### src/rtl/branch_if.sv
// Decode-stage branch bundle: operands and condition select in, decision and bookkeeping out.
// The master side drives operands and funct3; the slave side, branch_unit, returns the results.
interface branch_if #(
  parameter int XLEN  = 32,
  parameter int CNT_W = 32
);
  logic [XLEN-1:0]  rs1;
  logic [XLEN-1:0]  rs2;
  logic [2:0]       funct3;
  logic             branchD;
  logic             take_branch;
  logic             take_branch_q;
  logic             illegal_funct3;
  logic [CNT_W-1:0] branch_count;
  logic [CNT_W-1:0] taken_count;

  modport master (
    output rs1, rs2, funct3, branchD,
    input  take_branch, take_branch_q, illegal_funct3, branch_count, taken_count
  );

  modport slave (
    input  rs1, rs2, funct3, branchD,
    output take_branch, take_branch_q, illegal_funct3, branch_count, taken_count
  );
endinterface

### src/rtl/branch_unit.sv
// RV32I decode-stage branch resolution: combinational taken decision plus a registered copy
// of that decision and branch/taken event counters.
module branch_unit #(
  parameter int XLEN  = 32,
  parameter int CNT_W = 32
) (
  input  logic     clk,
  input  logic     rst,
  branch_if.slave  bif
);

  typedef enum logic [2:0] {
    F3_BEQ  = 3'b000,
    F3_BNE  = 3'b001,
    F3_RSV2 = 3'b010,
    F3_RSV3 = 3'b011,
    F3_BLT  = 3'b100,
    F3_BGE  = 3'b101,
    F3_BLTU = 3'b110,
    F3_BGEU = 3'b111
  } funct3_e;

  logic             eq, lt, ltu;
  logic             cond;
  logic             take;
  logic             illegal;
  logic             take_q, take_d;
  logic [CNT_W-1:0] bcnt_q, bcnt_d;
  logic [CNT_W-1:0] tcnt_q, tcnt_d;

  // One compare per relation; the complementary encodings reuse them inverted.
  assign eq  = (bif.rs1 == bif.rs2);
  assign lt  = ($signed(bif.rs1) < $signed(bif.rs2));
  assign ltu = (bif.rs1 < bif.rs2);

  always_comb begin
    cond = 1'b0;
    unique case (funct3_e'(bif.funct3))
      F3_BEQ:  cond = eq;
      F3_BNE:  cond = ~eq;
      F3_BLT:  cond = lt;
      F3_BGE:  cond = ~lt;
      F3_BLTU: cond = ltu;
      F3_BGEU: cond = ~ltu;
      F3_RSV2,
      F3_RSV3: cond = 1'b0;
      default: cond = 1'b0;
    endcase
  end

  assign take    = bif.branchD & cond;
  assign illegal = bif.branchD & (bif.funct3[2:1] == 2'b01);

  always_comb begin
    take_d = take;
    bcnt_d = bcnt_q;
    tcnt_d = tcnt_q;
    if (bif.branchD) bcnt_d = bcnt_q + CNT_W'(1);
    if (take)        tcnt_d = tcnt_q + CNT_W'(1);
  end

  always_ff @(posedge clk or posedge rst) begin
    if (rst) begin
      take_q <= 1'b0;
      bcnt_q <= '0;
      tcnt_q <= '0;
    end else begin
      take_q <= take_d;
      bcnt_q <= bcnt_d;
      tcnt_q <= tcnt_d;
    end
  end

  assign bif.take_branch    = take;
  assign bif.illegal_funct3 = illegal;
  assign bif.take_branch_q  = take_q;
  assign bif.branch_count   = bcnt_q;
  assign bif.taken_count    = tcnt_q;

endmodule

### src/flat_wrapper.sv
// flat-port wrapper written by rule: the top's interface ports become plain ports
module branch_unit_flat 
#(
  parameter int XLEN  = 32,
  parameter int CNT_W = 32
)
  (clk, rst, bif_rs1, bif_rs2, bif_funct3, bif_branchD, bif_take_branch, bif_take_branch_q, bif_illegal_funct3, bif_branch_count, bif_taken_count);
  branch_if #(.XLEN(XLEN), .CNT_W(CNT_W)) bif_i ();
  input  logic clk;
  input  logic rst;
  input wire logic [$bits(bif_i.rs1)-1:0] bif_rs1;
  input wire logic [$bits(bif_i.rs2)-1:0] bif_rs2;
  input wire logic [$bits(bif_i.funct3)-1:0] bif_funct3;
  input wire logic [$bits(bif_i.branchD)-1:0] bif_branchD;
  output wire logic [$bits(bif_i.take_branch)-1:0] bif_take_branch;
  output wire logic [$bits(bif_i.take_branch_q)-1:0] bif_take_branch_q;
  output wire logic [$bits(bif_i.illegal_funct3)-1:0] bif_illegal_funct3;
  output wire logic [$bits(bif_i.branch_count)-1:0] bif_branch_count;
  output wire logic [$bits(bif_i.taken_count)-1:0] bif_taken_count;
  assign bif_i.rs1 = bif_rs1;
  assign bif_i.rs2 = bif_rs2;
  assign bif_i.funct3 = bif_funct3;
  assign bif_i.branchD = bif_branchD;
  assign bif_take_branch = bif_i.take_branch;
  assign bif_take_branch_q = bif_i.take_branch_q;
  assign bif_illegal_funct3 = bif_i.illegal_funct3;
  assign bif_branch_count = bif_i.branch_count;
  assign bif_taken_count = bif_i.taken_count;
  branch_unit #(.XLEN(XLEN), .CNT_W(CNT_W)) u_core (.clk(clk), .rst(rst), .bif(bif_i));
endmodule
### config.mk
export PLATFORM = sky130hd
export DESIGN_NAME = branch_unit_flat
export DESIGN_NICKNAME = d
export VERILOG_FILES = /design/src/rtl/branch_if.sv /design/src/rtl/branch_unit.sv /design/src/flat_wrapper.sv
export SDC_FILE = /design/constraint.sdc
export NUM_CORES = 1
export LEC_CHECK = 0
export ABC_AREA = 1
export CELL_PAD_IN_SITES_DETAIL_PLACEMENT = 2
export CELL_PAD_IN_SITES_GLOBAL_PLACEMENT = 2
export CORE_ASPECT_RATIO = 0.6
export CORE_MARGIN = 10
export CORE_UTILIZATION = 29
export DETAILED_ROUTE_END_ITERATION = 12
export GPL_ROUTABILITY_DRIVEN = 0
export MAX_ROUTING_LAYER = met4
export PLACE_DENSITY_LB_ADDON = 0.1
export SYNTH_ARGS = -nofsm -noshare
export SYNTH_HDL_FRONTEND = slang
export SYNTH_SLANG_ARGS = --single-unit
### constraint.sdc
create_clock -name clk -period 4.8 [get_ports clk]
set_input_delay 0.96 -clock clk [delete_from_list [all_inputs] [get_ports clk]]
set_output_delay 0.96 -clock clk [all_outputs]
set_load 0.02 [all_outputs]
==> report_table.html <==
<h2>Synthesis and place &amp; route</h2>
<table>
<tr><th>Metric</th><th>Value</th></tr>
<tr><th colspan="2">Run status</th></tr>
<tr><td>Result of the run</td><td>finished clean</td></tr>
<tr><th colspan="2">Worst setup path</th></tr>
<tr><td>Family with the most delay on the worst path</td><td>simple AND/OR/NAND/NOR gates</td></tr>
<tr><td>Slowest Stage Delay on Critical Path</td><td>approximately 0.45 ns</td></tr>
<tr><td>Capture point of the worst reg-to-reg path</td><td>u_core.bif.taken_count[30]</td></tr>
<tr><td>Crit start category</td><td>primary input</td></tr>
<tr><td>Slowest cell on the critical path</td><td>sky130_fd_sc_hd__clkdlybuf4s50_1</td></tr>
<tr><td>Critical path, cell by cell</td><td>clkdlybuf4s50_1 -&gt; inv_1 -&gt; ha_1 -&gt; nand2_1 -&gt; nor2_2 -&gt; nand2_1 -&gt; nor3b_2 -&gt; nand2_1 -&gt; nand2_1 -&gt; nand2_1 -&gt; nand2_1 -&gt; nand2_1 -&gt; nand3_4 -&gt; nand3_4 -&gt; inv_1 -&gt; dlymetal6s2s_1</td></tr>
<tr><td>Crit path top cell by count</td><td>sky130_fd_sc_hd__nand2_1</td></tr>
<tr><td>Setup crit end</td><td>bif_take_branch</td></tr>
<tr><td>Flop-to-flop setup slack</td><td>between 2 and 2.5 ns</td></tr>
<tr><td>Stages on the worst setup path</td><td>16</td></tr>
<tr><td>Worst flop-to-flop path startpoint</td><td>u_core.bif.taken_count[0]</td></tr>
<tr><td>Count of buffering cells on the critical path with inverters included</td><td>4</td></tr>
<tr><td>Kind of end point of the critical path</td><td>output pin</td></tr>
<tr><td>Classification of the worst setup path</td><td>in2out</td></tr>
<tr><td>Endpoint arrival time on the critical path</td><td>approximately 3.3 ns</td></tr>
<tr><td>CP Data Required Time</td><td>3.84 ns</td></tr>
<tr><td>Critical Path Fanout Max</td><td>4</td></tr>
<tr><td>Crit path launch</td><td>bif_rs2[31]</td></tr>
<tr><td>Number of cells traversed by the worst register-to-register path</td><td>10</td></tr>
<tr><th colspan="2">Floorplanning</th></tr>
<tr><td>Effective utilization at floorplan</td><td>29.7%</td></tr>
<tr><td>Total core area</td><td>15400 sq um</td></tr>
<tr><td>Total die size</td><td>21300 sq um</td></tr>
<tr><td>Top-level port count</td><td>137</td></tr>
<tr><td>Rows</td><td>35</td></tr>
<tr><td>Horizontal die dimension</td><td>182 microns</td></tr>
<tr><td>Height of the die</td><td>117 microns</td></tr>
<tr><th colspan="2">Synth</th></tr>
<tr><td>Number of standard cells after synthesis</td><td>595</td></tr>
<tr><td>Synthesized registers</td><td>65</td></tr>
<tr><td>Portion of the post-synthesis area used by sequential elements</td><td>between 30% and 40%</td></tr>
<tr><td>Cell type with the largest total area after synthesis</td><td>sky130_fd_sc_hd__dfrtp_1</td></tr>
<tr><td>Tally of unique sky130hd cells used after synthesis</td><td>30</td></tr>
<tr><td>Post-synth tally of flip-flops with integrated enable</td><td>0</td></tr>
<tr><td>Summed instance area of the synthesized netlist</td><td>4560 sq um</td></tr>
<tr><td>Top cell type by instance count after synthesis</td><td>sky130_fd_sc_hd__nand2_1</td></tr>
<tr><td>Most common flop cell mapped by yosys</td><td>sky130_fd_sc_hd__dfrtp_1</td></tr>
<tr><td>Post-synthesis net count</td><td>699</td></tr>
<tr><td>Share of synthesized registers carrying an async set or reset</td><td>100%</td></tr>
<tr><td>Yosys warning count</td><td>0</td></tr>
<tr><td>Cell count in the Yosys report</td><td>595</td></tr>
<tr><td>Top cells by count, synth</td><td>sky130_fd_sc_hd__nand2_1, sky130_fd_sc_hd__inv_1, sky130_fd_sc_hd__dfrtp_1</td></tr>
<tr><td>Area share of the leading cell type in the synthesized netlist</td><td>between 30% and 40%</td></tr>
<tr><td>Mean post-synth cell area</td><td>7.66 sq um</td></tr>
<tr><td>Yosys chip area</td><td>4560 sq um</td></tr>
<tr><td>Cell types occupying the most area after synthesis</td><td>sky130_fd_sc_hd__dfrtp_1, sky130_fd_sc_hd__nand2_1, sky130_fd_sc_hd__ha_1</td></tr>
<tr><th colspan="2">Placed design</th></tr>
<tr><td>Detailed Place HPWL</td><td>13.9 mm</td></tr>
<tr><td>Port Buf Inserts</td><td>approximately 140</td></tr>
<tr><td>Pre-CTS setup slack</td><td>~0.15 ns</td></tr>
<tr><td>Placed Area</td><td>6140 sq um</td></tr>
<tr><th colspan="2">Power</th></tr>
<tr><td>Peak supply drop</td><td>0.189 mV</td></tr>
<tr><td>Cell Pwr Density</td><td>285 nW/um^2</td></tr>
<tr><td>Static leakage</td><td>3.21 nW</td></tr>
<tr><th colspan="2">Detailed routing</th></tr>
<tr><td>DR DRC count</td><td>0</td></tr>
<tr><td>Remaining antenna violation count after routing</td><td>0</td></tr>
<tr><td>Starting DRC count in detailed routing</td><td>186</td></tr>
<tr><td>Avg Vias per Cell</td><td>4.77</td></tr>
<tr><td>Final Routed Wirelength</td><td>between 15 and 20 mm</td></tr>
<tr><td>Drt first pass iters</td><td>4</td></tr>
<tr><td>Total number of vias</td><td>4500</td></tr>
<tr><th colspan="2">Run</th></tr>
<tr><td>Tool Warnings</td><td>26</td></tr>
<tr><td>Max-cap violation count</td><td>0</td></tr>
<tr><th colspan="2">GRT</th></tr>
<tr><td>Wire length of the first global-routing pass</td><td>27.6 mm</td></tr>
<tr><td>Number of antenna violations at the first check in global routing</td><td>0</td></tr>
<tr><td>Global route total overflow</td><td>0</td></tr>
<tr><td>Vias in the first global route</td><td>5046</td></tr>
<tr><td>Aggregate global-route resource usage</td><td>between 15 and 20%</td></tr>
<tr><td>Pin count of the biggest net entering global routing</td><td>53</td></tr>
<tr><th colspan="2">STA</th></tr>
<tr><td>Final count of pins violating max slew</td><td>0</td></tr>
<tr><td>Worst clock skew</td><td>~0.0076 ns</td></tr>
<tr><td>Count of final setup violators</td><td>0</td></tr>
<tr><td>Hold Worst Slack</td><td>0.471 ns</td></tr>
<tr><td>Measured slew at the worst slew-check pin</td><td>about 1.1 ns</td></tr>
<tr><td>Setup Total Neg Slack</td><td>0 ns</td></tr>
<tr><td>Smallest setup slack after layout</td><td>0.569 ns</td></tr>
<tr><td>Max Clock Freq</td><td>between 200 and 250 MHz</td></tr>
<tr><td>Max-Slew Margin vs Limit</td><td>about a quarter</td></tr>
<tr><td>Min Tclk post-route</td><td>4.23 ns</td></tr>
<tr><td>Setup repair after global routing missed its margin</td><td>false</td></tr>
<tr><td>Share of the cycle needed by the critical path after routing</td><td>88.2%</td></tr>
<tr><td>Final tally of hold violations</td><td>0</td></tr>
<tr><th colspan="2">CTS</th></tr>
<tr><td>Number of buffers inserted by hold repair at cts</td><td>0</td></tr>
<tr><td>Clk slew on worst S/H paths</td><td>~0.060 ns</td></tr>
<tr><td>Clock Sinks</td><td>65</td></tr>
<tr><td>Clock tree from TritonCTS</td><td>yes</td></tr>
<tr><td>Number of buffers between clock root and the deepest sink</td><td>2</td></tr>
<tr><td>TritonCTS buffer count</td><td>9</td></tr>
<tr><td>Resized cells post-CTS</td><td>0</td></tr>
<tr><td>Clock insertion delay at the later pin of the skew report</td><td>0.33 ns</td></tr>
<tr><td>Number of H-tree branching levels</td><td>3</td></tr>
<tr><td>Post-CTS Setup Bufs</td><td>0</td></tr>
<tr><td>Root buf cell</td><td>sky130_fd_sc_hd__clkbuf_16</td></tr>
<tr><th colspan="2">Final layout</th></tr>
<tr><td>Net count, final</td><td>839</td></tr>
<tr><td>Fraction of layout instances using a drive strength above 1</td><td>5.41%</td></tr>
<tr><td>Count of antenna diodes in the layout</td><td>0</td></tr>
<tr><th colspan="2">Worst hold path</th></tr>
<tr><td>Hold Path Class</td><td>reg2reg</td></tr>
</table>
## how the worst min path moves through the flow
stage / start / depth (start not counted) / end / slack (ns)
after floorplan: u_core.bif.branch_count[31] / 1 / u_core.bif.branch_count[31] / 0.58
after global placement: u_core.bif.branch_count[31] / 1 / u_core.bif.branch_count[31] / 0.46
after detailed placement: u_core.bif.branch_count[31] / 1 / u_core.bif.branch_count[31] / 0.46
after CTS: u_core.bif.branch_count[31] / 1 / u_core.bif.branch_count[31] / 0.48
after global routing: u_core.bif.branch_count[31] / 1 / u_core.bif.branch_count[31] / 0.49
final: u_core.bif.branch_count[31] / 1 / u_core.bif.branch_count[31] / 0.47
## stage by stage
| step | power [mW] | cells |
|---|---|---|
| after global placement | 1.10 | 927 |
| after CTS | 1.87 | 943 |
| after detailed placement | 1.12 | 927 |
| final | 1.84 | 943 |
| after global routing | 1.94 | 943 |
| after floorplan | 0.887 | 595 |
## logic make-up (layout without fill, tap and decap cells)
family,count (synthesis),after routing,share of synthesized area (%)
and+or+nand+nor,324,324,32.9
DFF,65,65,35.7
buffers and inverters,93,238,8.45
adders and majority gates,34,34,9.33
AOI/OAI and AO/OA,21,21,2.52
xor gates and xnor gates,58,58,11.1
## cell type report
cell class / count / area, sq um
fillers: 1732 / 8900
multi-input cells: 437 / 2550
flip-flops and latches: 65 / 1630
repair buffers: 142 / 1410
inverters: 80 / 300
clock buffers: 12 / 256
well taps: 203 / 254
clock inverters: 4 / 75.1
## where the power goes
group | internal (mW) | switching [mW] | leakage [nW]
Combinational | 0.202 | 0.242 | 2.19
Clock | 0.483 | 0.254 | 0.155
Sequential | 0.591 | 0.0723 | 0.866
Total | 1.28 | 0.568 | 3.21
## cells in the final DEF (no fill, tap or decap), types with 9 or more instances in the layout
cell                              synthesis  routed
sky130_fd_sc_hd__a21oi_1                 15      15
sky130_fd_sc_hd__clkbuf_16                0       9
sky130_fd_sc_hd__clkdlybuf4s50_1          0     135
sky130_fd_sc_hd__dfrtp_1                 65      65
sky130_fd_sc_hd__ha_1                    34      34
sky130_fd_sc_hd__inv_1                   79      78
sky130_fd_sc_hd__nand2_1                171     171
sky130_fd_sc_hd__nand3_1                 21      21
sky130_fd_sc_hd__nand4_1                 46      46
sky130_fd_sc_hd__nor2_1                  50      50
sky130_fd_sc_hd__nor3_1                  13      13
sky130_fd_sc_hd__xnor2_1                 19      19
sky130_fd_sc_hd__xor2_1                  39      39
## layer usage
layer	vias up	track usage [%]	share of wire, %	routed length (microns)
met2	87	25.9	45	7660
met1	2208	22.3	51	8810
met4	0	2.59	0.54	93
met5	-	-	0	0
li1	2197	-	-	-
met3	8	3.25	3.5	607
## flip-flops by register name, indices dropped and copies added (netlist names)
name,flops
u_core.bif.take_branch_q,1
u_core.bif.branch_count,32
u_core.bif.taken_count,32
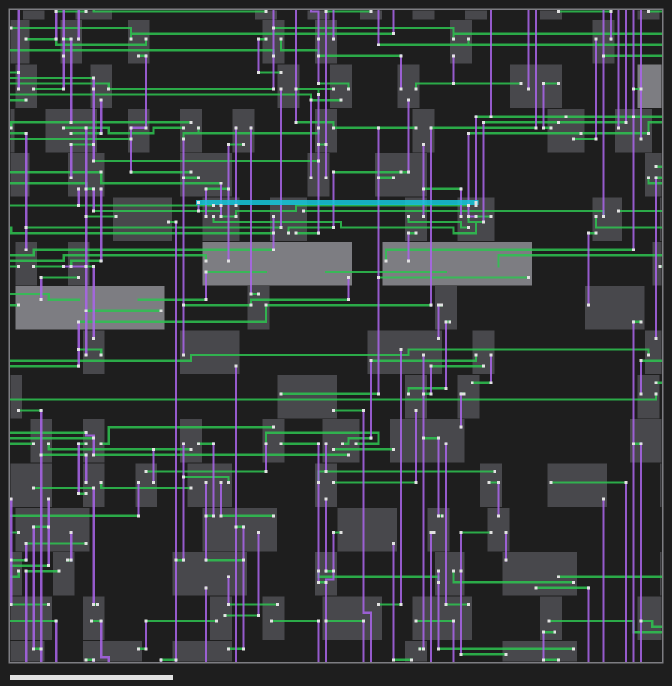
closeup.png
Bar = 10 microns. Region (71, 15) to (111, 55) microns. Cells in gray, sequential cells in the stronger gray; small squares are vias.
| color | layer |
|---|---|
| purple | M2 |
| cyan | M3 |
| green | M1 |
cells with their middle in the window: 80
most frequent: nand2_1 (26), nor2_1 (10), clkdlybuf4s50_1 (10)
sequential cells in the window: 3
netlist names of flops here include: u_core.bif.taken_count (3)

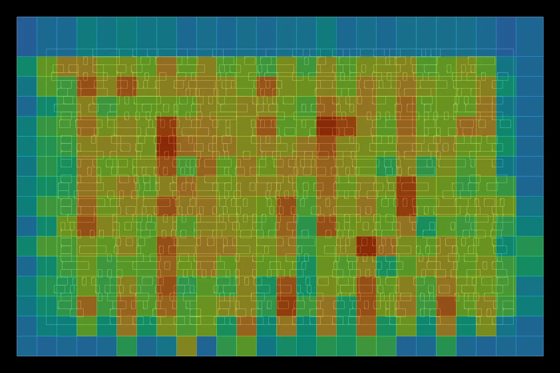
congestion_map.png
fin util: 42.1%
global routing met3 resource utilization: 3.25%
GRT met1 Usage: 22.3%
mean routed wirelength per cell: 18.2 microns

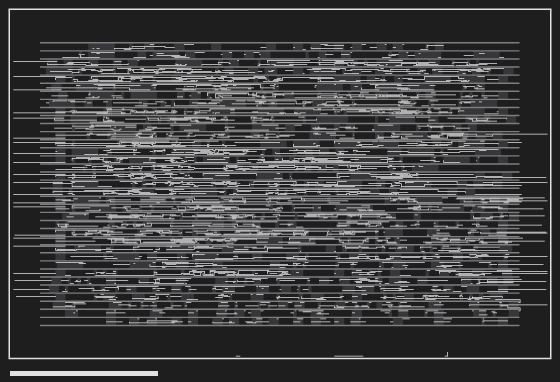
m1.png
Bar = 50 microns. Supply wires on this layer in gray.
share of all routed wire: 51%
longest straight run: 53.4 microns

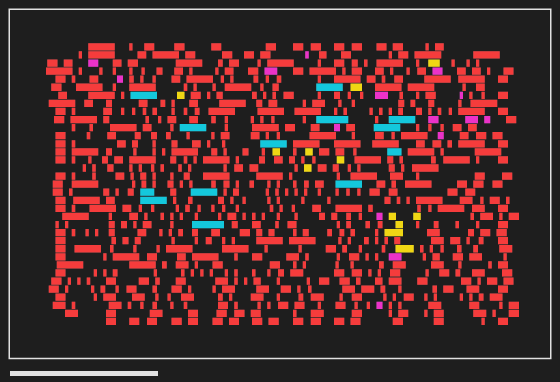
sizing.png
Bar = 50 microns.
| color | size | cells | share | most used |
|---|---|---|---|---|
| magenta | x2 | 15 | 2.0% | nor2_2 |
| yellow | x3 and x4 | 12 | 1.6% | buf_4 |
| cyan | x6 and larger | 13 | 1.8% | clkbuf_16 |
| red | x1 and smaller | 700 | 95% | nand2_1 |
count of non-CTS buffers in the layout: 142
Area growth, synth to finish: 41.9%
final design instance area without fill: 6470 sq um

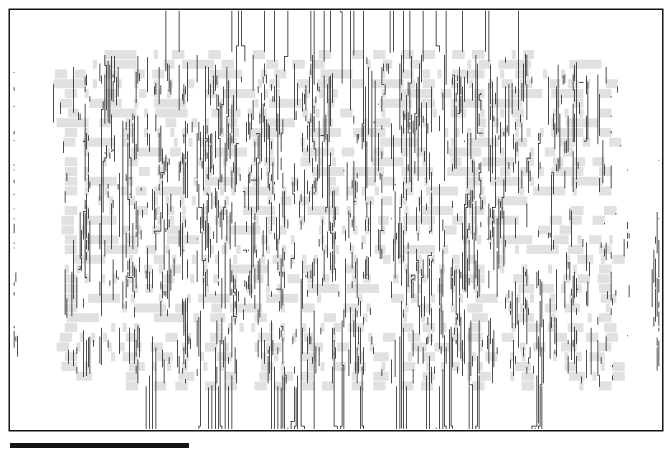
m2.png
Bar = 50 microns.
main direction: vertical
share of all routed wire: 45%

Power figures rest on the tool's default switching activity, not on a simulated workload.
